Run 1, wiring by layer:
The bar under the picture is 20 µm long.
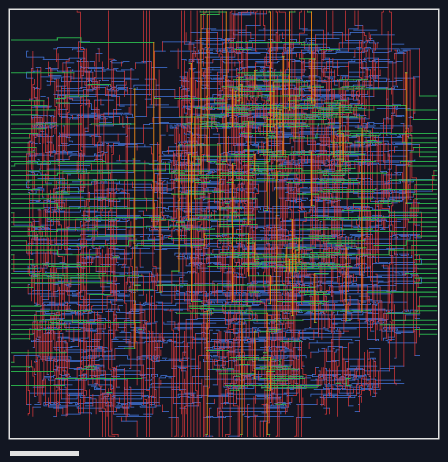
Run 1, cells by drive strength:
The bar under the picture is 20 µm long.
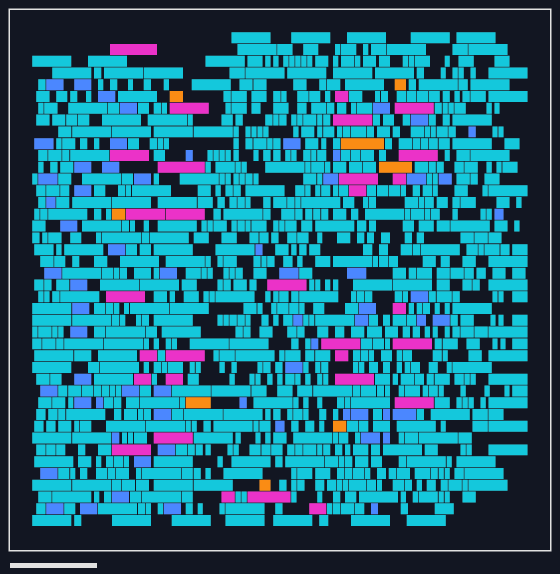
Run 1, sequential cells grouped by signal name:
The bar under the picture is 20 µm long. Other sequential cells in the stronger gray, the rest of the logic in the fainter gray.
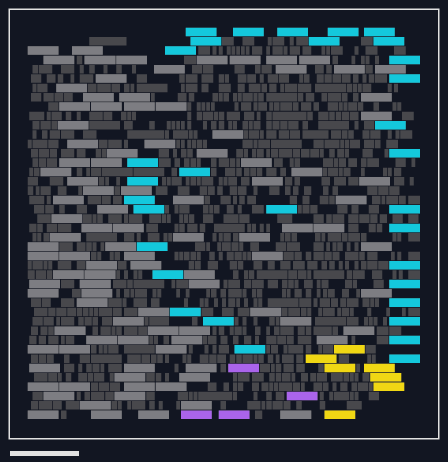
$ cat src/rtl/tcp_client_if.sv
// Segment header bus between tcp_client and the TX/RX header datapath.
// master: the connection controller (consumes rx headers, produces tx headers).
// slave : the datapath side (produces rx headers, accepts tx headers).
interface tcp_client_if;
  logic        rx_valid_i;
  logic        rx_syn_i;
  logic        rx_ack_i;
  logic        rx_fin_i;
  logic        rx_rst_i;
  logic [31:0] rx_seq_i;
  logic [31:0] rx_ack_num_i;
  logic        tx_valid_o;
  logic        tx_ready_i;
  logic        tx_syn_o;
  logic        tx_ack_o;
  logic        tx_fin_o;
  logic [31:0] tx_seq_o;
  logic [31:0] tx_ack_num_o;

  modport master (
    input  rx_valid_i, rx_syn_i, rx_ack_i, rx_fin_i, rx_rst_i,
    input  rx_seq_i, rx_ack_num_i, tx_ready_i,
    output tx_valid_o, tx_syn_o, tx_ack_o, tx_fin_o, tx_seq_o, tx_ack_num_o
  );

  modport slave (
    output rx_valid_i, rx_syn_i, rx_ack_i, rx_fin_i, rx_rst_i,
    output rx_seq_i, rx_ack_num_i, tx_ready_i,
    input  tx_valid_o, tx_syn_o, tx_ack_o, tx_fin_o, tx_seq_o, tx_ack_num_o
  );
endinterface

$ cat src/rtl/tcp_client.sv
// Active-open TCP connection controller (client side of the handshake).
// Sends SYN, completes the three-way handshake, performs an active FIN
// close through TIME_WAIT, and aborts to CLOSED on a received RST.
// Optional feature: define TCP_CLIENT_RETRANSMIT_EN to enable SYN
// retransmission on RTO_CYCLES timeout with abort after MAX_RETRIES.
module tcp_client #(
  parameter int RTO_CYCLES  = 1000,
  parameter int MAX_RETRIES = 3,
  parameter int TW_CYCLES   = 64
) (
  input  logic         clk,
  input  logic         rst,
  input  logic         active_open_i,
  input  logic         close_i,
  input  logic [31:0]  isn_i,
  tcp_client_if.master seg,
  output logic [3:0]   state_o,
  output logic         connected_o,
  output logic         abort_o
);

  typedef enum logic [3:0] {
    CLOSED      = 4'd0,
    SYN_SENT    = 4'd1,
    SEND_ACK    = 4'd2,
    ESTABLISHED = 4'd3,
    FIN_WAIT_1  = 4'd4,
    FIN_WAIT_2  = 4'd5,
    TIME_WAIT   = 4'd6
  } state_e;

  localparam int              TW_W    = $clog2(TW_CYCLES + 1);
  localparam logic [TW_W-1:0] TW_LAST = TW_W'(TW_CYCLES);

  state_e            state_q, state_d;
  logic [31:0]       snd_nxt_q, snd_nxt_d;
  logic [31:0]       rcv_nxt_q, rcv_nxt_d;
  logic              tx_valid_q, tx_valid_d;
  logic              tx_syn_q, tx_syn_d;
  logic              tx_ack_q, tx_ack_d;
  logic              tx_fin_q, tx_fin_d;
  logic [31:0]       tx_seq_q, tx_seq_d;
  logic [31:0]       tx_ack_num_q, tx_ack_num_d;
  logic              connected_q;
  logic              abort_q, abort_d;
  logic [TW_W-1:0]   tw_q, tw_d;

  logic              tx_fire;
  logic              tx_idle;
  logic              ack_match;
  logic              rst_hit;
  logic [31:0]       rx_seq_inc;

  assign tx_fire    = tx_valid_q && seg.tx_ready_i;
  assign tx_idle    = !tx_valid_q;
  assign ack_match  = seg.rx_ack_num_i == snd_nxt_q;
  assign rst_hit    = seg.rx_valid_i && seg.rx_rst_i && (state_q != CLOSED);
  assign rx_seq_inc = seg.rx_seq_i + 32'd1;

`ifdef TCP_CLIENT_RETRANSMIT_EN
  localparam int               RTO_W     = $clog2(RTO_CYCLES + 1);
  localparam logic [RTO_W-1:0] RTO_LAST  = RTO_W'(RTO_CYCLES - 1);
  localparam logic [3:0]       RETRY_MAX = 4'(MAX_RETRIES);

  logic [31:0]      isn_q, isn_d;
  logic [RTO_W-1:0] rto_q, rto_d;
  logic [3:0]       retry_q, retry_d;
  logic             timeout;

  // The timer is loaded with 1 on the SYN accept edge, so reaching RTO_LAST
  // means RTO_CYCLES cycles have elapsed since the SYN went out.
  assign timeout = (state_q == SYN_SENT) && tx_idle && (rto_q == RTO_LAST);
`endif

  // Next-state, header queueing and sequence-number bookkeeping.
  always_comb begin
    state_d      = state_q;
    snd_nxt_d    = snd_nxt_q;
    rcv_nxt_d    = rcv_nxt_q;
    tx_valid_d   = tx_valid_q && !tx_fire;
    tx_syn_d     = tx_syn_q;
    tx_ack_d     = tx_ack_q;
    tx_fin_d     = tx_fin_q;
    tx_seq_d     = tx_seq_q;
    tx_ack_num_d = tx_ack_num_q;
    abort_d      = 1'b0;
    tw_d         = tw_q;
`ifdef TCP_CLIENT_RETRANSMIT_EN
    isn_d        = isn_q;
    retry_d      = retry_q;
    rto_d        = rto_q;
    if (state_q == SYN_SENT) begin
      if (tx_fire) begin
        rto_d = RTO_W'(1);
      end else if (tx_idle && !timeout) begin
        rto_d = rto_q + RTO_W'(1);
      end
    end
`endif

    case (state_q)
      CLOSED: begin
        if (active_open_i) begin
          snd_nxt_d    = isn_i + 32'd1;
          tx_valid_d   = 1'b1;
          tx_syn_d     = 1'b1;
          tx_ack_d     = 1'b0;
          tx_fin_d     = 1'b0;
          tx_seq_d     = isn_i;
          tx_ack_num_d = 32'd0;
          state_d      = SYN_SENT;
`ifdef TCP_CLIENT_RETRANSMIT_EN
          isn_d        = isn_i;
          retry_d      = '0;
          rto_d        = '0;
`endif
        end
      end

      SYN_SENT: begin
        if (tx_idle && seg.rx_valid_i && seg.rx_syn_i && seg.rx_ack_i &&
            !seg.rx_rst_i && ack_match) begin
          rcv_nxt_d    = rx_seq_inc;
          tx_valid_d   = 1'b1;
          tx_syn_d     = 1'b0;
          tx_ack_d     = 1'b1;
          tx_fin_d     = 1'b0;
          tx_seq_d     = snd_nxt_q;
          tx_ack_num_d = rx_seq_inc;
          state_d      = SEND_ACK;
        end
`ifdef TCP_CLIENT_RETRANSMIT_EN
        else if (timeout) begin
          if (retry_q == RETRY_MAX) begin
            abort_d = 1'b1;
            state_d = CLOSED;
          end else begin
            retry_d      = retry_q + 4'd1;
            tx_valid_d   = 1'b1;
            tx_syn_d     = 1'b1;
            tx_ack_d     = 1'b0;
            tx_fin_d     = 1'b0;
            tx_seq_d     = isn_q;
            tx_ack_num_d = 32'd0;
          end
        end
`endif
      end

      SEND_ACK: begin
        if (tx_fire) begin
          state_d = ESTABLISHED;
        end
      end

      ESTABLISHED: begin
        if (close_i) begin
          tx_valid_d   = 1'b1;
          tx_syn_d     = 1'b0;
          tx_ack_d     = 1'b1;
          tx_fin_d     = 1'b1;
          tx_seq_d     = snd_nxt_q;
          tx_ack_num_d = rcv_nxt_q;
          snd_nxt_d    = snd_nxt_q + 32'd1;
          state_d      = FIN_WAIT_1;
        end
      end

      FIN_WAIT_1: begin
        if (tx_idle && seg.rx_valid_i && seg.rx_ack_i && ack_match) begin
          if (seg.rx_fin_i) begin
            rcv_nxt_d    = rx_seq_inc;
            tx_valid_d   = 1'b1;
            tx_syn_d     = 1'b0;
            tx_ack_d     = 1'b1;
            tx_fin_d     = 1'b0;
            tx_seq_d     = snd_nxt_q;
            tx_ack_num_d = rx_seq_inc;
            state_d      = TIME_WAIT;
          end else begin
            state_d = FIN_WAIT_2;
          end
        end
      end

      FIN_WAIT_2: begin
        if (seg.rx_valid_i && seg.rx_fin_i) begin
          rcv_nxt_d    = rx_seq_inc;
          tx_valid_d   = 1'b1;
          tx_syn_d     = 1'b0;
          tx_ack_d     = 1'b1;
          tx_fin_d     = 1'b0;
          tx_seq_d     = snd_nxt_q;
          tx_ack_num_d = rx_seq_inc;
          state_d      = TIME_WAIT;
        end
      end

      TIME_WAIT: begin
        // Hold time is counted only after the final ACK has left.
        if (tx_fire) begin
          tw_d = TW_W'(1);
        end else if (tx_idle) begin
          if (tw_q == TW_LAST) begin
            state_d = CLOSED;
          end else begin
            tw_d = tw_q + TW_W'(1);
          end
        end
      end

      default: state_d = CLOSED;
    endcase

    // A received RST overrides everything decided above in the same cycle.
    if (rst_hit) begin
      state_d    = CLOSED;
      snd_nxt_d  = snd_nxt_q;
      rcv_nxt_d  = rcv_nxt_q;
      tx_valid_d = 1'b0;
      abort_d    = 1'b1;
    end
  end

  // State, header and counter registers.
  always_ff @(posedge clk or posedge rst) begin
    if (rst) begin
      state_q      <= CLOSED;
      snd_nxt_q    <= '0;
      rcv_nxt_q    <= '0;
      tx_valid_q   <= 1'b0;
      tx_syn_q     <= 1'b0;
      tx_ack_q     <= 1'b0;
      tx_fin_q     <= 1'b0;
      tx_seq_q     <= '0;
      tx_ack_num_q <= '0;
      connected_q  <= 1'b0;
      abort_q      <= 1'b0;
      tw_q         <= '0;
`ifdef TCP_CLIENT_RETRANSMIT_EN
      isn_q        <= '0;
      rto_q        <= '0;
      retry_q      <= '0;
`endif
    end else begin
      state_q      <= state_d;
      snd_nxt_q    <= snd_nxt_d;
      rcv_nxt_q    <= rcv_nxt_d;
      tx_valid_q   <= tx_valid_d;
      tx_syn_q     <= tx_syn_d;
      tx_ack_q     <= tx_ack_d;
      tx_fin_q     <= tx_fin_d;
      tx_seq_q     <= tx_seq_d;
      tx_ack_num_q <= tx_ack_num_d;
      connected_q  <= (state_d == ESTABLISHED);
      abort_q      <= abort_d;
      tw_q         <= tw_d;
`ifdef TCP_CLIENT_RETRANSMIT_EN
      isn_q        <= isn_d;
      rto_q        <= rto_d;
      retry_q      <= retry_d;
`endif
    end
  end

  assign seg.tx_valid_o   = tx_valid_q;
  assign seg.tx_syn_o     = tx_syn_q;
  assign seg.tx_ack_o     = tx_ack_q;
  assign seg.tx_fin_o     = tx_fin_q;
  assign seg.tx_seq_o     = tx_seq_q;
  assign seg.tx_ack_num_o = tx_ack_num_q;
  assign state_o          = state_q;
  assign connected_o      = connected_q;
  assign abort_o          = abort_q;

endmodule

$ cat src/flat_wrapper.sv
// flat-port wrapper written by rule: the top's interface ports become plain ports
module tcp_client_flat 
#(
  parameter int RTO_CYCLES  = 1000,
  parameter int MAX_RETRIES = 3,
  parameter int TW_CYCLES   = 64
)
  (clk, rst, active_open_i, close_i, isn_i, state_o, connected_o, abort_o, seg_rx_valid_i, seg_rx_syn_i, seg_rx_ack_i, seg_rx_fin_i, seg_rx_rst_i, seg_rx_seq_i, seg_rx_ack_num_i, seg_tx_ready_i, seg_tx_valid_o, seg_tx_syn_o, seg_tx_ack_o, seg_tx_fin_o, seg_tx_seq_o, seg_tx_ack_num_o);
  tcp_client_if seg_i ();
  input  logic clk;
  input  logic rst;
  input  logic active_open_i;
  input  logic close_i;
  input  logic [31:0] isn_i;
  output logic [3:0] state_o;
  output logic connected_o;
  output logic abort_o;
  input wire logic [$bits(seg_i.rx_valid_i)-1:0] seg_rx_valid_i;
  input wire logic [$bits(seg_i.rx_syn_i)-1:0] seg_rx_syn_i;
  input wire logic [$bits(seg_i.rx_ack_i)-1:0] seg_rx_ack_i;
  input wire logic [$bits(seg_i.rx_fin_i)-1:0] seg_rx_fin_i;
  input wire logic [$bits(seg_i.rx_rst_i)-1:0] seg_rx_rst_i;
  input wire logic [$bits(seg_i.rx_seq_i)-1:0] seg_rx_seq_i;
  input wire logic [$bits(seg_i.rx_ack_num_i)-1:0] seg_rx_ack_num_i;
  input wire logic [$bits(seg_i.tx_ready_i)-1:0] seg_tx_ready_i;
  output wire logic [$bits(seg_i.tx_valid_o)-1:0] seg_tx_valid_o;
  output wire logic [$bits(seg_i.tx_syn_o)-1:0] seg_tx_syn_o;
  output wire logic [$bits(seg_i.tx_ack_o)-1:0] seg_tx_ack_o;
  output wire logic [$bits(seg_i.tx_fin_o)-1:0] seg_tx_fin_o;
  output wire logic [$bits(seg_i.tx_seq_o)-1:0] seg_tx_seq_o;
  output wire logic [$bits(seg_i.tx_ack_num_o)-1:0] seg_tx_ack_num_o;
  assign seg_i.rx_valid_i = seg_rx_valid_i;
  assign seg_i.rx_syn_i = seg_rx_syn_i;
  assign seg_i.rx_ack_i = seg_rx_ack_i;
  assign seg_i.rx_fin_i = seg_rx_fin_i;
  assign seg_i.rx_rst_i = seg_rx_rst_i;
  assign seg_i.rx_seq_i = seg_rx_seq_i;
  assign seg_i.rx_ack_num_i = seg_rx_ack_num_i;
  assign seg_i.tx_ready_i = seg_tx_ready_i;
  assign seg_tx_valid_o = seg_i.tx_valid_o;
  assign seg_tx_syn_o = seg_i.tx_syn_o;
  assign seg_tx_ack_o = seg_i.tx_ack_o;
  assign seg_tx_fin_o = seg_i.tx_fin_o;
  assign seg_tx_seq_o = seg_i.tx_seq_o;
  assign seg_tx_ack_num_o = seg_i.tx_ack_num_o;
  tcp_client #(.RTO_CYCLES(RTO_CYCLES), .MAX_RETRIES(MAX_RETRIES), .TW_CYCLES(TW_CYCLES)) u_core (.clk(clk), .rst(rst), .active_open_i(active_open_i), .close_i(close_i), .isn_i(isn_i), .seg(seg_i), .state_o(state_o), .connected_o(connected_o), .abort_o(abort_o));
endmodule
$ cat config.mk
export PLATFORM = sky130hd
export DESIGN_NAME = tcp_client_flat
export DESIGN_NICKNAME = d
export VERILOG_FILES = /design/src/rtl/tcp_client_if.sv /design/src/rtl/tcp_client.sv /design/src/flat_wrapper.sv
export SDC_FILE = /design/constraint.sdc
export NUM_CORES = 1
export LEC_CHECK = 0
export CORE_MARGIN = 5
export CORE_UTILIZATION = 68
export CTS_CLUSTER_SIZE = 25
export DETAILED_ROUTE_END_ITERATION = 16
export DONT_BUFFER_PORTS = 1
export GPL_TIMING_DRIVEN = 0
export HOLD_SLACK_MARGIN = 0.03
export PLACE_DENSITY = 0.87
export SYNTH_ARGS = -nofsm -noshare
export SYNTH_HDL_FRONTEND = slang
export SYNTH_SLANG_ARGS = --single-unit
$ cat constraint.sdc
create_clock -name clk -period 8.2 [get_ports clk]
set_input_delay 1.23 -clock clk [delete_from_list [all_inputs] [get_ports clk]]
set_output_delay 1.23 -clock clk [all_outputs]
set_load 0.01 [all_outputs]
==> impl_metrics.yaml, run 1 <==
# yosys + openroad results
outcome:
  status: "complete, no violations"
worst_setup_path:
  crit_type: "flip-flop to flip-flop"
  crit_top_cell: "clkbuf_1"
  path_cells: "buf_4, nand4bb_1, buf_2, buf_1, clkbuf_1, clkbuf_1, buf_2, nand2_1, nand2_1, ha_1, clkbuf_1, and2_1, and4_1, o21ai_2, nor4_4, nand4b_1, mux2_2, a221oi_1"
  critPathCaptureType: "flip-flop"
  cp.arrival_ns: 6.13
  required_ns: 8.52
  crit_fanout: 10
sta:
  period_used_share: 0.709
  setup_violations: 0
  rsz0062_at_grt: "no"
  max_slew_margin: 0.258
  slew_viol_final: 0
  worst_slew_pin_slew_ns: 1.08
  max_freq_mhz: 172
  holdWs_ns: 0.501
  hold_viol: 0
  tns_ns: 0
job:
  log.warning_count: 27
  cap_violations: 0
synth:
  common_cells: "dfrtp_1 (145), nand2_1 (135), nor2_1 (88)"
  synth-xor-area-share: 0.0715
  yosys.cell_count.top_type: "dfrtp_1"
  yosysWarnings: 0
  ys_types: 74
  synth_area_per_cell_um2: 8.97
  top_logic_kind: "simple AND/OR/NAND/NOR gates"
  synth_area_um2: 8950
  async_flop_share: 1.00
  synthMuxAreaShare: 0.0737
  edf_count: 0
  ys_cells: 997
  ys_sh_simple: 0.213
  synth_top_cell_by_area: "dfrtp_1"
  postSynth.topFlopCell: "dfrtp_1"
  synthAoiAreaFrac: 0.192
  synth.area.top_cells: "dfrtp_1 (41%), nand2_1 (5.7%), mux2_2 (4.7%)"
hold_path:
  hold_class: "flip-flop to flip-flop"
layout:
  layout.nets: 1127
  layout-drive-gt1-share: 0.0990
  diodes: 0
  syn2layout_area_growth_pct: 9.36
  final_area_um2: 9780
  final_cell_count_no_fill: 1206
route:
  detail_route.iter0.violations: 1140
  postRouteAntennaNets: 0
  vias: 8338
  via_per_inst: 6.91
  wirelength_um: 27600
floorplan:
  io_pins: 180
  core_um2: 13100
  fp.dieW_um: 125
cts:
  clk-insertion-delay-late_ns: 0.43
  cts_hold_buffers: 0
  clk_pin_slew_ns: 0.06
  cts_resized: 0
  cts_setup_buffers: 0
  ctsRootBufferMaster: "clkbuf_16"
placed_design:
  gp_congestion: 1.02
  dpl.cell_count: 1174
  dpl.hpwl_um: 20000
  postPlaceCellArea_um2: 9200
  io_buffer_count: 0
pwr:
  peakVddDrop_mv: 0.155
  powerDensity_nw_per_um2: 205
  p_leak_nw: 3.92
global_routing:
  grt_usage: 0.348
  antenna_found_initial: 0
  grt_max_degree: 82
  grt_pass1_vias: 8055
Back to the opening pictures, 'wiring by layer':
legend:
  metal 2:
    color: red
    wire_length: 12700 µm
  metal 3:
    color: green
    wire_length: 3550 µm
  metal 1:
    color: blue
    wire_length: 10200 µm
  metal 4:
    color: orange
    wire_length: 1240 µm

Back to the opening pictures, 'cells by drive strength':
legend:
  _2 cells:
    color: blue
    cells: 64
    share: 6.2%
  _0 and _1 cells:
    color: cyan
    cells: 928
    share: 90%
  _3 and _4 cells:
    color: orange
    cells: 8
    share: 0.78%
  _6 and larger:
    color: magenta
    cells: 30
    share: 2.9%

Back to the opening pictures, 'sequential cells grouped by signal name':
legend:
  u_core.state_o:
    color: purple
    sequential_cells: 4
    where: bottom center
  u_core.tw_q:
    color: yellow
    sequential_cells: 7
    where: lower right
  u_core.seg.tx_seq_o:
    color: cyan
    sequential_cells: 32
not colored: 102

run 1: worst paths after layout:
| path | start | slack, ns | cells past startpoint | to |
|---|---|---|---|---|
| worst max-delay path | u_core.state_o[3] | 2.39 | 18 | u_core.snd_nxt_q[30] |
| worst min-delay path | u_core.rcv_nxt_q[16] | 0.50 | 1 | u_core.rcv_nxt_q[16] |
| worst max register to register | u_core.state_o[3] | 2.39 | 18 | u_core.snd_nxt_q[30] |
| worst min register to register | u_core.rcv_nxt_q[16] | 0.50 | 1 | u_core.rcv_nxt_q[16] |
| max in group asynchronous | rst | 6.61 | 2 | u_core.seg.tx_seq_o[30] |
| min in group asynchronous | rst | 0.75 | 1 | u_core.state_o[1] |
run 1: registers in the layout (all words and copies together) (netlist names):
name / flops
u_core.seg.tx_fin_o: 1
u_core.seg.tx_valid_o: 1
u_core.connected_o: 1
u_core.snd_nxt_q: 32
u_core.rcv_nxt_q: 32
u_core.seg.tx_syn_o: 1
u_core.tw_q: 7
u_core.seg.tx_ack_o: 1
u_core.abort_o: 1
u_core.seg.tx_ack_num_o: 32
u_core.state_o: 4
u_core.seg.tx_seq_o: 32
run 1: cell usage in the layout (no fill, tap or decap), types with 18 or more instances in the layout:
cell,count
dfrtp_1,145
mux2_2,37
clkbuf_1,48
mux2i_1,22
a21oi_1,50
nor3_1,18
o21ai_0,60
xnor2_1,42
nand2_1,135
xor2_1,31
nand4_1,20
nand3_1,39
a22oi_1,31
nor2_1,88
a221o_1,32
run 1: critical path, delay by kind of cell, from the launching register on:
family | cells | cell delay, ns
AND-OR/OR-AND | 2 | 0.43
adder cells (fa/ha/maj) | 1 | 0.15
buffers and inverters | 7 | 2.80
flip-flops | 1 | 0.40
multiplexers | 1 | 0.33
AND/OR/NAND/NOR | 7 | 1.57
run 1: kinds of logic (layout without fill, tap and decap cells):
| family | count (synthesis) | in the layout |
|---|---|---|
| adder cells (fa/ha/maj) | 4 | 4 |
| buffers and inverters | 80 | 113 |
| AND/OR/NAND/NOR | 385 | 385 |
| flip-flops | 145 | 145 |
| other | 1 | 1 |
| XOR/XNOR | 73 | 73 |
| AND-OR/OR-AND | 248 | 248 |
| multiplexers | 61 | 61 |
run 1: stage by stage:
stage / power (mW) / setup slack [ns] / util
after floorplan: 1.13 / 3.08 / -
after global placement: 1.21 / 1.52 / 0.701
after detailed placement: 1.23 / 2.72 / 0.703
after CTS: 2.00 / 2.68 / 0.748
after global routing: 2.09 / 2.36 / 0.748
final: 2.01 / 2.39 / 0.748
run 1: layer usage:
layer  wire length, µm  global-route usage
met4              1240               0.167
met3              3550               0.123
met1             10200               0.438
met2             12700               0.535
met5                 0                   0
run 1: where the power goes:
group | total [mW] | switching (mW) | internal, mW | leakage, nW
Combinational | 0.294 | 0.163 | 0.131 | 1.80
Sequential | 0.931 | 0.118 | 0.813 | 1.83
Clock | 0.782 | 0.328 | 0.453 | 0.287
run 1: layout make-up:
type | instances | area [µm²]
Clock inverter | 14 | 155
Buffer | 67 | 297
Inverter | 13 | 53.8
Tap cell | 176 | 220
Sequential cell | 145 | 3630
Clock buffer | 18 | 429
Fill cell | 945 | 3300
Timing Repair Buffer | 1 | 27.5
Multi-Input combinational cell | 772 | 4970
Run 1, wires at chosen ports, followed through buffers:
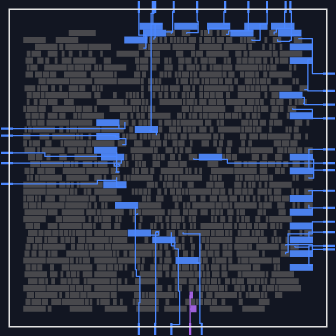

==> inputs of run 2 (changes only) <==
- CORE_UTILIZATION: 68 -> 58
- PLACE_DENSITY: 0.87 -> 0.79
- clock period: 8.2 -> 4.95 ns (I/O delays scaled with it)
Run 2, wires at chosen ports, followed through buffers:
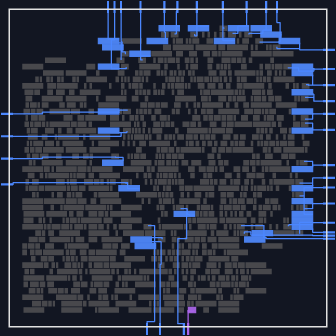
legend:
  seg_tx_seq_o:
    color: blue
    direction: output
    edge: 14 right, 11 top, 4 left, 3 bottom
    end_cells: 32
    buffers: 0
    wire: 859 µm
  seg_rx_rst_i:
    color: purple
    direction: input
    edge: bottom
    end_cells: 2
    buffers: 0
    wire: 9.30 µm

==> run 2 against run 1 <==
Power is 64% higher; cell count is 0.91% higher; fmax is 26% higher; first-iteration DRC count is 23% lower; worst hold slack worse by 0.21 ns; via count is 2.7% lower; core utilization is 10 points lower; design area is 0.33% higher; worst setup slack worse by 2.1 ns; die size is 16% higher; count of clock-buffer cells in the layout stayed put; clock skew is 0.00074 ns lower.
==> impl_metrics.yaml, run 2 <==
# yosys + openroad results
outcome:
  status: "complete, no violations"
route:
  first_pass_iters: 8
  postRouteAntennaNets: 0
  vias: 8117
  drc_errors: 0
  wirelength_um: 27200
  detail_route.iter0.violations: 882
  via_per_inst: 6.67
  drt-wirelength-per-cell_um: 22.4
sta:
  setup_slack_ns: 0.321
  finalClockSkew_ns: 0.00829
  hold_viol: 0
  holdWs_ns: 0.295
  period_used_share: 0.935
  rsz0062_at_grt: "no"
  worst_slew_pin_slew_ns: 0.957
  slew_viol_final: 0
  max_freq_mhz: 216
  setup_violations: 0
  max_slew_margin: 0.345
  period_minus_slack_ns: 4.63
cts:
  ctsRootBufferMaster: "clkbuf_16"
  cts_hold_buffers: 0
  clock_sinks: 145
  h-tree-depth: 4
  clock_path_buffers: 2
  cts_inserted_buffers: 17
  clk-insertion-delay-late_ns: 0.43
  cts_tree: "yes"
  clk_pin_slew_ns: 0.07
floorplan:
  dieHeight_um: 134
  initCoreUtil: 0.591
  chipArea_um2: 18000
  core_um2: 15100
  fp.dieW_um: 134
  rows: 45
  io_pins: 180
layout:
  layout.nets: 1126
  diodes: 0
  fin_util: 0.648
  syn2layout_area_growth_pct: 9.72
  mostFrequentLayoutCells: "dfrtp_1 (145), nand2_1 (135), nor2_1 (88)"
  layout-drive-gt1-share: 0.107
  final_common_cell: "dfrtp_1"
  final_cell_count_no_fill: 1217
synth:
  ys_seq_share: 0.406
  yosysTopAreaCellShare: 0.406
  async_flop_share: 1.00
  synth_area_um2: 8950
  synth.area.top_cells: "dfrtp_1 (41%), nand2_1 (5.7%), mux2_2 (4.7%)"
  syn_nets: 1107
  postSynth.topFlopCell: "dfrtp_1"
  common_cells: "dfrtp_1 (145), nand2_1 (135), nor2_1 (88)"
  yosysChipArea_um2: 8950
  synth_top_cell_by_area: "dfrtp_1"
  ys_types: 74
  ys_cells: 997
  yosysWarnings: 0
  syn_inst: 997
  synth_flops: 145
  edf_count: 0
  synth_area_per_cell_um2: 8.97
  yosys.cell_count.top_type: "dfrtp_1"
pwr:
  p_leak_nw: 3.94
  powerDensity_nw_per_um2: 335
  peakVddDrop_mv: 0.292
  finalPower_mw: 3.29
placed_design:
  detailedPlace.worstSlack_ns: -0.714
  io_buffer_count: 0
  dpl.hpwl_um: 20000
  gp_congestion: 0.976
  dpl.cell_count: 1186
global_routing:
  grt_pass1_vias: 7918
  grt_max_degree: 75
  grt_usage: 0.306
  antenna_found_initial: 0
  grt_pass1_wl_um: 43700
  gr-total-overflow: 0
worst_setup_path:
  start_kind: "flip-flop"
  path_cells: "buf_4, and4bb_2, clkbuf_4, clkbuf_2, buf_2, nand2_1, nand2_1, ha_1, clkbuf_1, and2_1, and4_1, o21ai_2, nor4_4, mux2_2, a21oi_1, a21oi_1"
  worst_path_max_delay_cell: "nor4_4"
  crit_fanout: 19
  required_ns: 5.23
  cp.arrival_ns: 4.91
  critPathCaptureType: "flip-flop"
  slowest_delay_ns: 0.47
  worst_r2r_startpoint: "u_core.state_o[3]"
  crit_type: "flip-flop to flip-flop"
  startpoint: "u_core.state_o[3]"
job:
  cap_violations: 0
  log.warning_count: 27
hold_path:
  hold_class: "input pin to asynchronous set/reset pin"
Run 2, wiring by layer:
The bar under the picture is 50 µm long.
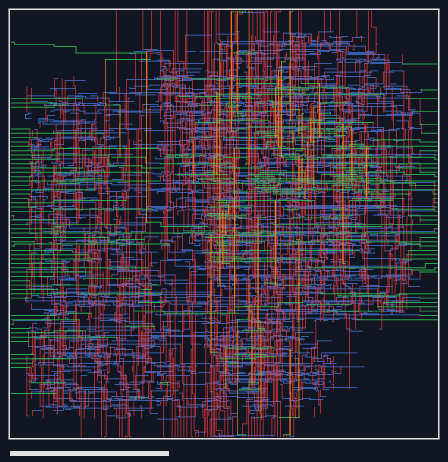
legend:
  metal 4:
    color: orange
    wire_length: 991 µm
  metal 3:
    color: green
    wire_length: 3450 µm
  metal 2:
    color: red
    wire_length: 12400 µm
  metal 1:
    color: blue
    wire_length: 10400 µm

-- run 2: what timing repair did --
item                                    CTS  global route
pin swaps                                 0             1
gates resized                             5             3
buffers inserted                          0             2
endpoints found under the setup margin   11             5
-- run 2: final timing paths --
| path | endpoint | slack [ns] | cells after the start |
|---|---|---|---|
| max in group asynchronous | u_core.rcv_nxt_q[7] | 3.87 | 2 |
| setup / recovery | u_core.snd_nxt_q[22] | 0.32 | 16 |
| hold reg to reg | u_core.rcv_nxt_q[1] | 0.50 | 1 |
| setup reg to reg | u_core.snd_nxt_q[22] | 0.32 | 16 |
| min in group clk | u_core.rcv_nxt_q[0] | 0.40 | 1 |
| hold / removal | u_core.state_o[3] | 0.29 | 1 |
-- run 2: worst max-delay path, delay by kind of cell (launching register included) --
family / cells / cell delay, ns
adder cells (fa/ha/maj): 1 / 0.13
AND/OR/NAND/NOR: 6 / 1.52
buffers and inverters: 5 / 1.59
AND-OR/OR-AND: 3 / 0.41
flip-flops: 1 / 0.43
multiplexers: 1 / 0.38
-- run 2: metrics by stage --
| stage | instance area [µm²] | TNS, ns |
|---|---|---|
| floorplan | 8950 | 0 |
| global placement | 9180 | -195.17 |
| detailed placement | 9220 | -4.22 |
| CTS | 9790 | 0 |
| global route | 9820 | 0 |
| finish | 9820 | 0 |
-- run 2: layout make-up --
cell class | instances | area [µm²]
fillers | 1243 | 5330
well taps | 188 | 235
repair buffers | 3 | 42.5
flip-flops and latches | 145 | 3630
multi-input cells | 772 | 4980
inverters | 13 | 53.8
clock inverters | 14 | 141
plain buffers | 64 | 294
clock buffers | 18 | 439
-- run 2: logic make-up after synthesis --
logic type                 share of synthesized area
buffers and inverters                         0.0386
muxes                                         0.0737
adders and majority gates                    0.00559
other                                       0.000419
AOI/OAI and AO/OA                              0.192
DFF                                            0.406
and+or+nand+nor                                0.213
xor gates and xnor gates                      0.0715
-- run 2: where the power goes --
group / internal [mW] / total, mW / switching [mW]
Combinational: 0.218 / 0.483 / 0.265
Sequential: 1.35 / 1.54 / 0.190
Clock: 0.685 / 1.27 / 0.582
Total: 2.25 / 3.29 / 1.04
-- run 2: routing by layer --
layer / up-vias / track usage / wire length [µm]
met1: 3866 / 0.394 / 10400
met5: - / 0 / 0
met3: 91 / 0.112 / 3450
li1: 3688 / - / -
met2: 472 / 0.473 / 12400
met4: 0 / 0.119 / 991
Run 2, clock routing:
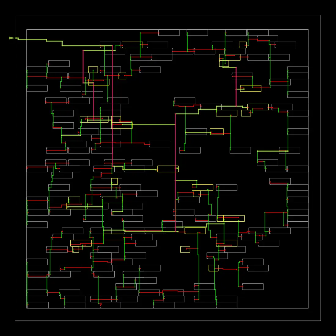

==> inputs of run 3 (changes only) <==
- CORE_UTILIZATION: 58 -> 60
- CTS_BUF_LIST: default -> sky130_fd_sc_hd__clkbuf_4 sky130_fd_sc_hd__clkbuf_8
- PLACE_DENSITY: 0.79 -> 0.82
Run 3, clock routing:
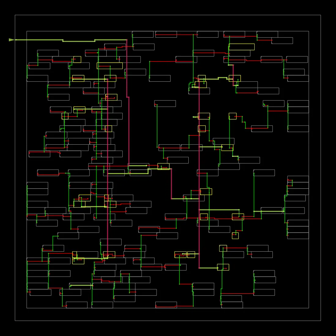
number of buffers created by CTS: 17
Latency at later pin: 0.47 ns
clk_skew: 0.0151 ns

Run 3, cells by drive strength:
The bar under the picture is 50 µm long.
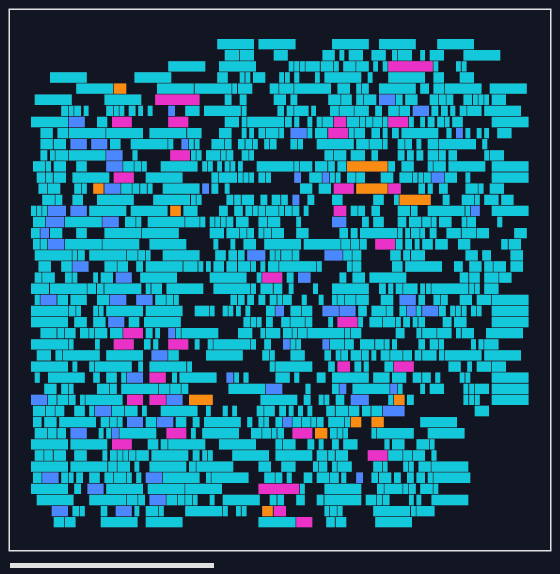
legend:
  _2 cells:
    color: blue
    cells: 66
    share: 6.4%
  _0 and _1 cells:
    color: cyan
    cells: 919
    share: 89%
  _6 and larger:
    color: magenta
    cells: 30
    share: 2.9%
  _3 and _4 cells:
    color: orange
    cells: 12
    share: 1.2%

==> run 3 against run 2 <==
Sequential power about the same; synthesized area unchanged; worst hold slack worse by 0.069 ns; power fell by 8.8%; critical endpoint is now u_core.snd_nxt_q[30].
==> impl_metrics.yaml, run 3 <==
# yosys + openroad results
cts:
  ctsRootBufferMaster: "clkbuf_8"
  cts_setup_buffers: 0
  cts_tree: "yes"
  clk_pin_slew_ns: 0.09
  clock_path_buffers: 2
  clock_sinks: 145
  h-tree-depth: 4
layout:
  mostFrequentLayoutCells: "dfrtp_1 (145), nand2_1 (135), nor2_1 (88)"
  fin_util: 0.659
  layout.nets: 1124
  final_common_cell: "dfrtp_1"
  layout-drive-gt1-share: 0.105
  diodes: 0
  syn2layout_area_growth_pct: 7.50
route:
  wirelength_um: 27600
  postRouteAntennaNets: 0
  via_per_inst: 6.71
  first_pass_iters: 7
  vias: 8130
  drc_errors: 0
  detail_route.iter0.violations: 870
  drt-wirelength-per-cell_um: 22.8
floorplan:
  chipArea_um2: 17500
  core_um2: 14600
  fp.dieW_um: 132
  initCoreUtil: 0.613
  dieHeight_um: 132
  io_pins: 180
  rows: 44
sta:
  worst_slew_pin_slew_ns: 1.14
  max_freq_mhz: 217
  hold_viol: 0
  setup_slack_ns: 0.341
  max_slew_margin: 0.237
  rsz0062_at_grt: "no"
  setup_violations: 0
  period_minus_slack_ns: 4.61
  period_used_share: 0.931
  slew_viol_final: 0
synth:
  async_flop_share: 1.00
  yosys.cell_count.top_type: "dfrtp_1"
  edf_count: 0
  postSynth.topFlopCell: "dfrtp_1"
  yosysChipArea_um2: 8950
  ys_types: 74
  synth_area_um2: 8950
  yosysWarnings: 0
  common_cells: "dfrtp_1 (145), nand2_1 (135), nor2_1 (88)"
  synth_top_cell_by_area: "dfrtp_1"
  yosysTopAreaCellShare: 0.406
  ys_seq_share: 0.406
  synth.area.top_cells: "dfrtp_1 (41%), nand2_1 (5.7%), mux2_2 (4.7%)"
  synth_flops: 145
  ys_cells: 997
  syn_nets: 1107
  synth_area_per_cell_um2: 8.97
  syn_inst: 997
global_routing:
  grt_pass1_vias: 7999
  grt_pass1_wl_um: 43900
  gr-total-overflow: 0
  grt_usage: 0.312
  grt_max_degree: 81
  antenna_found_initial: 0
worst_setup_path:
  required_ns: 5.32
  start_kind: "flip-flop"
  critPathCaptureType: "flip-flop"
  cp.arrival_ns: 4.98
  crit_fanout: 19
  crit_type: "flip-flop to flip-flop"
pwr:
  peakVddDrop_mv: 0.180
  powerDensity_nw_per_um2: 312
  p_leak_nw: 3.85
placed_design:
  gp_congestion: 1.01
  io_buffer_count: 0
  dpl.hpwl_um: 20400
  detailedPlace.worstSlack_ns: -0.631
job:
  cap_violations: 0
  log.warning_count: 27
outcome:
  status: "complete, no violations"
hold_path:
  hold_class: "input pin to asynchronous set/reset pin"
==> run 3: cell count changes in the layout (fill, tap and decap cells not counted), moves of 2 or more <==
| cell | previous run | this run |
|---|---|---|
| clkbuf_16 | 17 | 0 |
| clkbuf_8 | 1 | 18 |
| inv_8 | 6 | 0 |
| clkinv_4 | 0 | 3 |
| buf_4 | 3 | 1 |
| bufinv_16 | 0 | 2 |
| clkinv_2 | 0 | 2 |
==> run 3: per-layer routing <==
metal  wire (µm)  vias up  GRT usage
met4        1270        0      0.137
met5           0        -          0
li1            -     3681          -
met1       10700     3878      0.400
met2       12500      466      0.481
met3        3260      105      0.108
==> run 3: logic make-up after synthesis <==
family | after synthesis | share of synthesized area
adders and majority gates | 4 | 0.00559
buffers and inverters | 80 | 0.0386
AOI/OAI and AO/OA | 248 | 0.192
and+or+nand+nor | 385 | 0.213
muxes | 61 | 0.0737
DFF | 145 | 0.406
other | 1 | 0.000419
xor gates and xnor gates | 73 | 0.0715
==> run 3: metrics by stage <==
step | cell area (µm²) | hold WS, ns | cells | TNS (ns) | power, mW
finish | 9620 | 0.225 | 1211 | 0 | 3.00
global route | 9620 | 0.265 | 1211 | 0 | 3.14
CTS | 9610 | 0.232 | 1212 | 0 | 2.99
detailed placement | 9210 | 0.475 | 1182 | -3.69 | 2.04
global placement | 9180 | 0.467 | 1181 | -197.14 | 2.02
floorplan | 8950 | 0.459 | 997 | 0 | 1.88
==> run 3: what timing repair did <==
item,4_1_cts,5_1_grt
setup endpoints to repair,10,6
hold buffers,0,0
hold endpoints to repair,0,0
pin swaps,0,1
resized,4,5
==> run 3: final cells by class <==
cell class / instances / area [µm²]
Timing Repair Buffer: 1 / 27.5
Multi-Input combinational cell: 772 / 4980
Buffer: 64 / 294
Fill cell: 1197 / 4970
Clock buffer: 18 / 248
Tap cell: 184 / 230
Inverter: 13 / 53.8
Sequential cell: 145 / 3630
Clock inverter: 14 / 154
==> run 3: report_power, final <==
group	switching (mW)	internal [mW]
logic	0.272	0.218
registers	0.197	1.35
clock network	0.499	0.467
==> run 3: final timing paths <==
path,slack [ns],cells past startpoint,startpoint,end
worst min register to register,0.49,1,u_core.rcv_nxt_q[1],u_core.rcv_nxt_q[1]
worst min-delay path,0.23,1,rst,u_core.seg.tx_fin_o
worst max-delay path,0.34,16,u_core.state_o[3],u_core.snd_nxt_q[30]
max in group asynchronous,3.90,2,rst,u_core.seg.tx_seq_o[31]
worst max register to register,0.34,16,u_core.state_o[3],u_core.snd_nxt_q[30]
min in group clk,0.35,1,seg_rx_seq_i[0],u_core.rcv_nxt_q[0]
==> run 3: critical path, cell delays in order, from the launching register on <==
cell and delay [ns]:
dfrtp_1 0.43, buf_4 0.19, and4bb_2 0.38, clkbuf_4 0.33, clkbuf_2 0.38, buf_2 0.36
nand2_1 0.09, nand2_1 0.07, ha_1 0.13, clkbuf_1 0.32, and2_1 0.20, and4_1 0.27
o21ai_2 0.20, nor4_4 0.38, nand4b_1 0.23, mux2_2 0.32, a221oi_1 0.20
No activity file was given, so power comes from the tool's default toggle rates.
